Design xnor_popcount_acc, sky130hd; sources not shown.
**Metal 4**

The bar under the picture is 100 um long. Supply wires on this layer in grey.
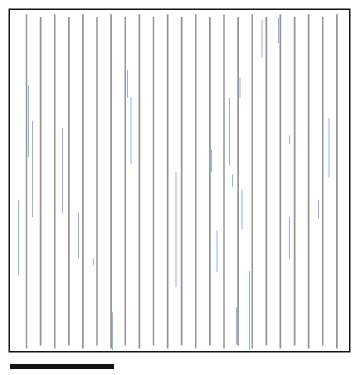
- share of all routed wire: 1.3%
- longest straight run: 111 um
- wire length on this layer: 1,090 um
total wirelength of the detailed-routed design: 85.1 mm
Vias: 19,600

**Clock wires, drivers and flops**

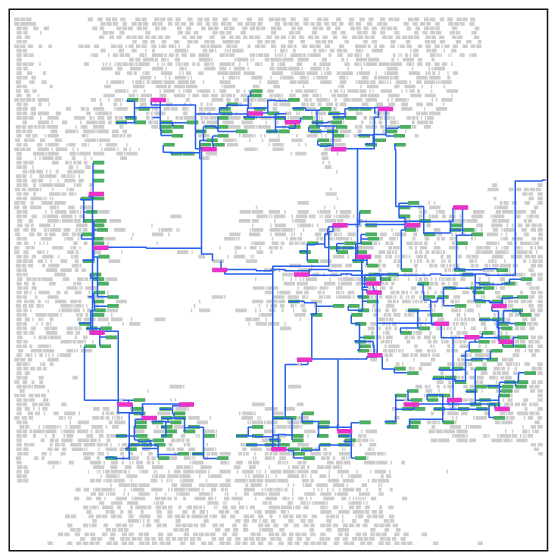
- blue: clock wires (length 4,220 um)
- green: flip-flops (count 266)
- magenta: clock-net drivers (count 31)
- routed clock nets: 32
clock latency of the later-clocked register in the worst-skew pair: 0.61 ns

**Sequential cells grouped by signal name**

Other sequential cells in the stronger grey, the rest of the logic in the fainter grey.
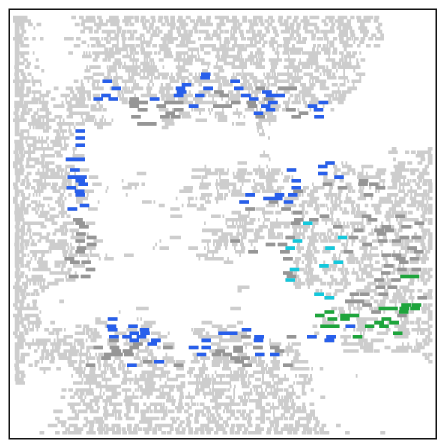
- green: `th_p` (flops 24)
- cyan: `acc_cnt` (flops 11; where middle right)
- blue: `g_lvl.pop` (flops 89)
- not coloured: 142
area occupied by registers: 5330 um^2

**Cell outlines without signal wires**

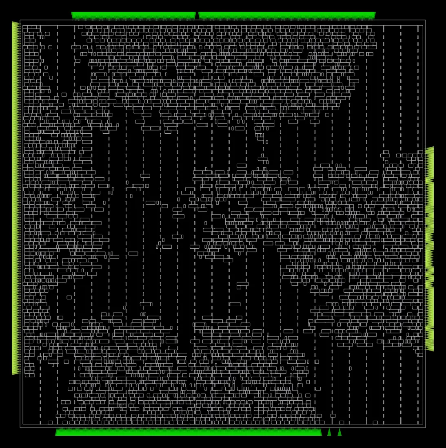
count of flip-flops and latches: 266
final standard cell count with taps included and fillers excluded: 4,946
total number of tap cells: 1,380
final core utilization: 37.1%
Seq/total area: 13.9%

==> run summary <==
Flow results follow.

The slowest stage of the critical path is the fa_1 cell. The multiplexer area fraction after synthesis is 0.267%. The maximum fanout along the worst path is 2. Per the synthesis report, the AND-OR/OR-AND share of the synthesized area is 6.26%.

According to the timing report, the arrival time at the worst endpoint equals 5.61 ns. The total number of H-tree levels is 1. The die height is 328 um.

The type recorded for the worst min-delay path is flip-flop to flip-flop. The post-synthesis chip area from yosys is 26,700 um^2. The number of iterations in the first detailed-routing pass is 4. After floorplanning, the core was divided into 118 placement rows. TritonCTS created 31 clock buffers. The gate-level netlist out of Yosys references 49 unique cell types. The post-synthesis simple-gate area fraction is 7.81%. The remaining antenna violation count is 0. The flow ran to the end, and the final reports show no timing, DRC or antenna violations. The count of max-cap constraint violations is 0.

The clock buffers instantiated in the layout total 40. Non-clock buffers in the final layout number 884. In the final layout, the fill cell count is 10,400. The half-perimeter wire length after placement is 79.0 mm. The yosys cell count is 2,642. Post-synth the commonest register cell is dfxtp_1. The post-synthesis instance area is 26,700 um^2. The standard cell core area is 103,000 um^2.

Per the timing report, the achievable frequency comes out to 194 MHz. The post-route DRC violation count is 0. Per the synthesis report, the adder-cell share of the synthesized area is 45.1%.

The async set-or-reset flop fraction in the synthesized netlist is 0%. The initial utilization of the core area, before any placement, comes to 25.9%. The final-report setup violation count is 0. The final worst-path setup slack is 0.139 ns. The clock sink total is 266.

The largest family of logic cells by area is adder cells. The biggest area consumer among synthesized cells is fa_1.
metal layers:
layer | up-vias | part of all wire (%) | global-route usage, %
li1 | 9729 | - | -
met2 | 469 | 52 | 29.5
met3 | 55 | 4.2 | 2.27
met4 | 0 | 1.3 | 2.00
met1 | 9365 | 42 | 19.8
met5 | - | 0 | 0
cell families after synthesis:
| group | after synthesis |
|---|---|
| AOI/OAI and AO/OA | 252 |
| xor gates and xnor gates | 349 |
| adders and majority gates | 691 |
| buffers and inverters | 650 |
| DFF | 266 |
| muxes | 7 |
| and+or+nand+nor | 427 |
placed cells by master (no fill, tap or decap), types with 6 or more instances in the layout:
cell type        count
clkdlybuf4s50_1    820
inv_1              630
fa_1               447
xnor2_1            268
dfxtp_1            265
ha_1               235
nand2_1            117
nor2_1             117
and2_1             111
xor2_1              80
a21oi_1             67
nor2b_1             60
buf_4               59
a21o_1              43
o21a_1              37
o21ai_0             32
clkbuf_16           31
a211oi_1            21
a22o_1              13
fa_2                 8
clkbuf_8             8
nand2b_1             6
mux2i_1              6
o21bai_1             6
what timing repair did:
item,4_1_cts,5_1_grt
pin swaps,0,14
gates resized,2,15
buffers inserted,0,1
setup endpoints to repair,3,5
worst max-delay path: cells and delay by family (launching register included):
kind | cells | cell delay (ns)
AND-OR/OR-AND | 4 | 0.43
buffers and inverters | 6 | 0.36
adder cells (fa/ha/maj) | 7 | 3.63
flip-flops | 1 | 0.32
XOR/XNOR | 1 | 0.23
